[src/rtl/fpu_pkg.sv]
// Shared constants, types and helpers for the arithmetic sharing blocks.
// Operand buses are packed per requester, lowest index in the low bits.
package fpu_pkg;

    localparam int ADD_W       = 40;
    localparam int NUM_REQ_DEF = 2;
    localparam int ID_W_DEF    = $clog2(NUM_REQ_DEF);
    localparam int MAX_REQ     = 4;

    typedef logic [ID_W_DEF-1:0] req_id_t;

    // Pick one ADD_W-wide operand out of a bus padded to MAX_REQ slots.
    function automatic logic [ADD_W-1:0] op_slice(
        input logic [MAX_REQ*ADD_W-1:0] bus,
        input logic [1:0]               idx
    );
        return bus[idx*ADD_W +: ADD_W];
    endfunction

endpackage

[src/rtl/adder.sv]
// Carry-lookahead adder built from 4-bit lookahead groups.
// WIDTH must be a multiple of 4; the final carry-out is dropped.
module adder #(
    parameter int WIDTH = 40
) (
    input  logic [WIDTH-1:0] i_a,
    input  logic [WIDTH-1:0] i_b,
    input  logic             i_cin,
    output logic [WIDTH-1:0] o_sum
);

    logic [WIDTH-1:0] w_g;
    logic [WIDTH-1:0] w_p;

    assign w_g = i_a & i_b;
    assign w_p = i_a ^ i_b;

    always_comb begin : p_cla
        logic       carry;
        logic [4:0] c;
        logic [3:0] gg;
        logic [3:0] pp;
        carry = i_cin;
        c     = '0;
        gg    = '0;
        pp    = '0;
        o_sum = '0;
        for (int k = 0; k < WIDTH / 4; k++) begin
            gg   = w_g[4*k +: 4];
            pp   = w_p[4*k +: 4];
            c[0] = carry;
            c[1] = gg[0] | (pp[0] & c[0]);
            c[2] = gg[1] | (pp[1] & gg[0])
                 | (pp[1] & pp[0] & c[0]);
            c[3] = gg[2] | (pp[2] & gg[1])
                 | (pp[2] & pp[1] & gg[0])
                 | ((&pp[2:0]) & c[0]);
            c[4] = gg[3] | (pp[3] & gg[2])
                 | (pp[3] & pp[2] & gg[1])
                 | ((&pp[3:1]) & gg[0])
                 | ((&pp) & c[0]);
            o_sum[4*k +: 4] = pp ^ c[3:0];
            carry = c[4];
        end
    end

endmodule

[src/rtl/rr_arbiter.sv]
// Round-robin arbiter: search starts one past the last granted index.
// Grant is one-hot or zero; the encoded index is 0 when nothing is granted.
module rr_arbiter #(
    parameter int NUM_REQ = 2,
    parameter int ID_W    = $clog2(NUM_REQ)
) (
    input  logic [NUM_REQ-1:0] i_req,
    input  logic [ID_W-1:0]    i_last_grant,
    output logic [NUM_REQ-1:0] o_grant,
    output logic [ID_W-1:0]    o_grant_idx
);

    always_comb begin : p_search
        logic            found;
        int              pos;
        logic [ID_W-1:0] sel;
        found       = 1'b0;
        pos         = 0;
        sel         = '0;
        o_grant     = '0;
        o_grant_idx = '0;
        for (int k = 1; k <= NUM_REQ; k++) begin
            pos = (int'(i_last_grant) + k) % NUM_REQ;
            sel = ID_W'(pos);
            if (!found && i_req[sel]) begin
                found        = 1'b1;
                o_grant[sel] = 1'b1;
                o_grant_idx  = sel;
            end
        end
    end

endmodule

[src/rtl/adder_arbiter.sv]
// Shares one carry-lookahead adder between NUM_REQ requesters through a
// two-stage pipeline (operand register -> adder -> result register).
module adder_arbiter
    import fpu_pkg::*;
#(
    parameter int WIDTH   = ADD_W,
    parameter int NUM_REQ = NUM_REQ_DEF,
    parameter int ID_W    = $clog2(NUM_REQ)
) (
    input  logic                     clk,
    input  logic                     rst,
    input  logic [NUM_REQ-1:0]       req_valid,
    output logic [NUM_REQ-1:0]       req_ready,
    input  logic [NUM_REQ*WIDTH-1:0] req_a,
    input  logic [NUM_REQ*WIDTH-1:0] req_b,
    output logic                     rsp_valid,
    input  logic                     rsp_ready,
    output logic [WIDTH-1:0]         rsp_sum,
    output logic [ID_W-1:0]          rsp_id,
    output logic                     busy
);

    logic [NUM_REQ-1:0]       w_grant;
    logic [ID_W-1:0]          w_grant_idx;
    logic                     w_s2_adv;
    logic                     w_s1_rdy;
    logic                     w_accept;
    logic [MAX_REQ*ADD_W-1:0] w_a_ext;
    logic [MAX_REQ*ADD_W-1:0] w_b_ext;
    logic [WIDTH-1:0]         w_op_a;
    logic [WIDTH-1:0]         w_op_b;
    logic [WIDTH-1:0]         w_sum;

    logic [ID_W-1:0]  r_last_grant;
    logic             r_s1_valid;
    logic [WIDTH-1:0] r_s1_a;
    logic [WIDTH-1:0] r_s1_b;
    logic [ID_W-1:0]  r_s1_id;
    logic             r_rsp_valid;
    logic [WIDTH-1:0] r_rsp_sum;
    logic [ID_W-1:0]  r_rsp_id;

    rr_arbiter #(
        .NUM_REQ (NUM_REQ),
        .ID_W    (ID_W)
    ) u_arb (
        .i_req        (req_valid),
        .i_last_grant (r_last_grant),
        .o_grant      (w_grant),
        .o_grant_idx  (w_grant_idx)
    );

    // Stage 1 may load whenever it is empty or stage 2 is moving.
    assign w_s2_adv  = ~r_rsp_valid | rsp_ready;
    assign w_s1_rdy  = ~r_s1_valid | w_s2_adv;
    assign req_ready = w_grant & {NUM_REQ{w_s1_rdy & ~rst}};
    assign w_accept  = |(req_valid & req_ready);

    assign w_a_ext = (MAX_REQ*ADD_W)'(req_a);
    assign w_b_ext = (MAX_REQ*ADD_W)'(req_b);
    assign w_op_a  = op_slice(w_a_ext, 2'(w_grant_idx));
    assign w_op_b  = op_slice(w_b_ext, 2'(w_grant_idx));

    always_ff @(posedge clk) begin
        if (rst) begin
            r_last_grant <= ID_W'(NUM_REQ - 1);
        end else if (w_accept) begin
            r_last_grant <= w_grant_idx;
        end
    end

    always_ff @(posedge clk) begin
        if (rst) begin
            r_s1_valid <= 1'b0;
            r_s1_a     <= '0;
            r_s1_b     <= '0;
            r_s1_id    <= '0;
        end else if (w_s1_rdy) begin
            r_s1_valid <= w_accept;
            r_s1_a     <= w_op_a;
            r_s1_b     <= w_op_b;
            r_s1_id    <= w_grant_idx;
        end
    end

    adder #(
        .WIDTH (WIDTH)
    ) u_adder (
        .i_a   (r_s1_a),
        .i_b   (r_s1_b),
        .i_cin (1'b0),
        .o_sum (w_sum)
    );

    always_ff @(posedge clk) begin
        if (rst) begin
            r_rsp_valid <= 1'b0;
            r_rsp_sum   <= '0;
            r_rsp_id    <= '0;
        end else if (w_s2_adv) begin
            r_rsp_valid <= r_s1_valid;
            r_rsp_sum   <= w_sum;
            r_rsp_id    <= r_s1_id;
        end
    end

    assign rsp_valid = r_rsp_valid;
    assign rsp_sum   = r_rsp_sum;
    assign rsp_id    = r_rsp_id;
    assign busy      = r_s1_valid | r_rsp_valid;

endmodule
[config.mk]
export PLATFORM = sky130hd
export DESIGN_NAME = adder_arbiter
export DESIGN_NICKNAME = d
export VERILOG_FILES = /design/src/rtl/fpu_pkg.sv /design/src/rtl/adder.sv /design/src/rtl/rr_arbiter.sv /design/src/rtl/adder_arbiter.sv
export SDC_FILE = /design/constraint.sdc
export NUM_CORES = 1
export LEC_CHECK = 0
export ABC_AREA = 1
export CAP_MARGIN = 20
export CELL_PAD_IN_SITES_DETAIL_PLACEMENT = 2
export CELL_PAD_IN_SITES_GLOBAL_PLACEMENT = 2
export CORE_MARGIN = 2
export CORE_UTILIZATION = 24
export CTS_CLUSTER_SIZE = 12
export DETAILED_ROUTE_END_ITERATION = 8
export PLACE_DENSITY = 0.79
export SYNTH_ARGS = -nofsm -noshare
export SYNTH_HDL_FRONTEND = slang
export SYNTH_HIERARCHICAL = 1
export SYNTH_SLANG_ARGS = --single-unit
export TNS_END_PERCENT = 1
[constraint.sdc]
create_clock -name clk -period 2.84 [get_ports clk]
set_input_delay 0.568 -clock clk [delete_from_list [all_inputs] [get_ports clk]]
set_output_delay 0.568 -clock clk [all_outputs]
set_load 0.02 [all_outputs]
### The metal 1 layer

Scale bar: 50 um. Supply wires on this layer in gray.
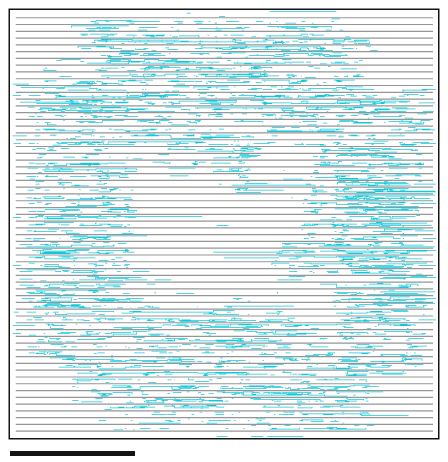
1,157 nets have wire on it. The longest straight run is 63.0 um. The layer holds 44% of the routed length. The layer carries 10,000 um of wire.
total number of vias: 6,701
total length of routed wires: 22,800 um

### Met2 routing

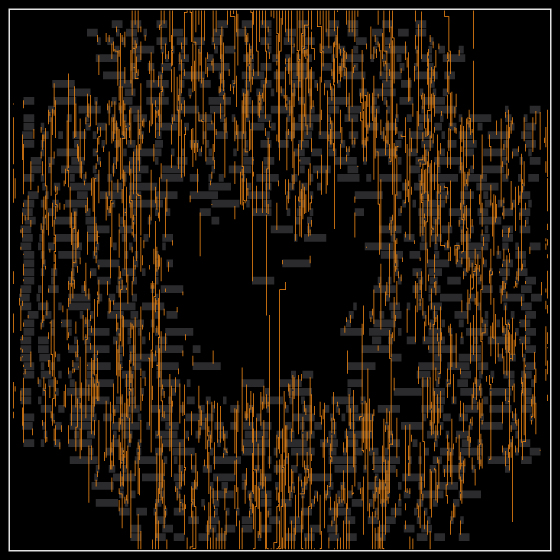
The longest straight run is 57.5 um. The layer carries 11,400 um of wire. The wires run mostly vertical. The layer holds 50% of the routed length. 1,131 nets have wire on it.

### Metal 3

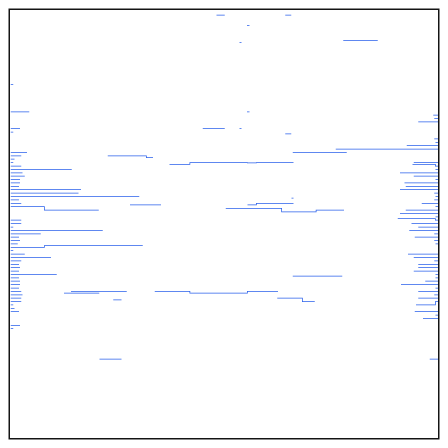
The layer carries 1,130 um of wire. The longest straight run is 51.3 um. The layer holds 4.9% of the routed length. The wires run mostly horizontal. 111 nets have wire on it.

### Signal wires on met4

Supply wires on this layer in gray.
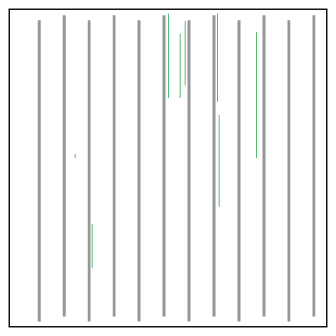
8 nets have wire on it. The layer holds 1.3% of the routed length. The longest straight run is 68.0 um.

==> git commit body <==
Add synthesis and place-and-route results

- Tap cells: 378
* Worst path top cell family by delay: simple AND/OR/NAND/NOR gates
* Placed inst area: 9100 um^2
* Chip Footprint: 29,500 um^2
- The sequential cells in the finished layout cover a total of 2520 um^2.
- The flow reports that sequential cells draw 37.6% of the design power.
* First-pass iteration count of the detailed router: 4
- Dividing the detail-routed wire length by the instance count gives 15.7 um.
- The flow reports power dissipated in the clock network as 2.09 mW.
* Critical Path Most Common Cell: sky130_fd_sc_hd__nand2_4
* Count leader, synth: sky130_fd_sc_hd__nand2_1
- Util after Layout: 35.8%
* Number of flip-flops and latches: 125
* Share of flip-flops with an asynchronous set or reset: 0%
- Global-route wire length before repair: 36,700 um
* Cell depth of the worst hold path: 2
- Area growth from synthesis to layout: 47.3%
- Floorplan die height: 172 um
* Fin Clk Skew: 0.0118 ns
* Launching instance or port of the critical path: r_s1_a[10]
- Counting plain and timing-repair buffers in the layout gives 236.
* Die width: 172 um
* Power after layout: 5.42 mW
- Achievable clock frequency: 367 MHz
- # Cells Yosys: 868
- Across all checked pins, the minimum headroom to the slew limit is 62.6%.
- The report shows a maximum critical-path fanout of 3.
* CP Data Required Time: 3.15 ns
- Number of clock buffers inserted by TritonCTS: 17
- The flow ran to the end, and the final reports show no timing, DRC or antenna violations.
- Post-CTS clock slew at the launch and capture registers of the worst setup and hold paths: 0.06 ns
- The layout summary lists the proportion of cells stronger than drive strength 1 as 11.7%.
- The combinational power reported by the tool is 1.29 mW.
- The worst hold path belongs to the class flop to flop.
* Cells along the critical path: ha_4 > nand2_1 > nor2_4 > a211oi_4 > nand2_4 > nand2_4 > nand2_4 > nand2_4 > nand2_4 > nand2_4 > nand2_4 > nand2_4 > nand2_4 > nand2_4 > nand2_4 > nand2_4 > nand2_4 > fa_2 > xor2_1 > nor2_1 > nor2_1
- Per the gpl log, the routability congestion estimate is 0.710.
* Root Buffer: sky130_fd_sc_hd__clkbuf_16
* CP Capture Type: flop
- Met1 GRT Util: 18.7%
* Final setup violation count: 0
- Per the final report, the share of cell area in non-clock buffers is 23.7%.
* Most instantiated cells after synthesis: 207 x sky130_fd_sc_hd__nand2_1, 125 x sky130_fd_sc_hd__dfxtp_1, 100 x sky130_fd_sc_hd__nor2_1
- Summing the sequential cell areas from Yosys gives 37.1% of the chip area.
- Per the synth stats, the flop cell with the highest instance count is sky130_fd_sc_hd__dfxtp_1.
* Number of top-level pins: 210
- No sink is reached through more buffers than the 2 on the longest clock path.
- Worst R2R End: rsp_sum[37]
* TritonCTS clock tree: built
- Counting both buffers and inverters, the worst setup path holds a total of 0.
cells by family after synthesis:
| logic type | count (synthesis) | synth area share [%] |
|---|---|---|
| other | 1 | 0.0555 |
| XOR/XNOR | 28 | 3.63 |
| buffers and inverters | 80 | 7.39 |
| AND/OR/NAND/NOR | 351 | 22.0 |
| flip-flops | 125 | 37.1 |
| AND-OR/OR-AND | 234 | 19.6 |
| adder cells (fa/ha/maj) | 49 | 10.2 |
sequential cells by signal (all words and copies together), names as in the netlist:
name,count
r_s1_a,40
r_s1_b,40
rsp_sum,40
r_last_grant,1
r_s1_id,1
r_s1_valid,1
rsp_id,1
rsp_valid,1
layer usage:
layer  up-vias  share of wire (%)
li1       3328                  -
met1      3221                 44
met2       131                 50
met3        19                4.9
met4         2                1.3
met5         -              0.053
Power is estimated from default activity; no workload was simulated.
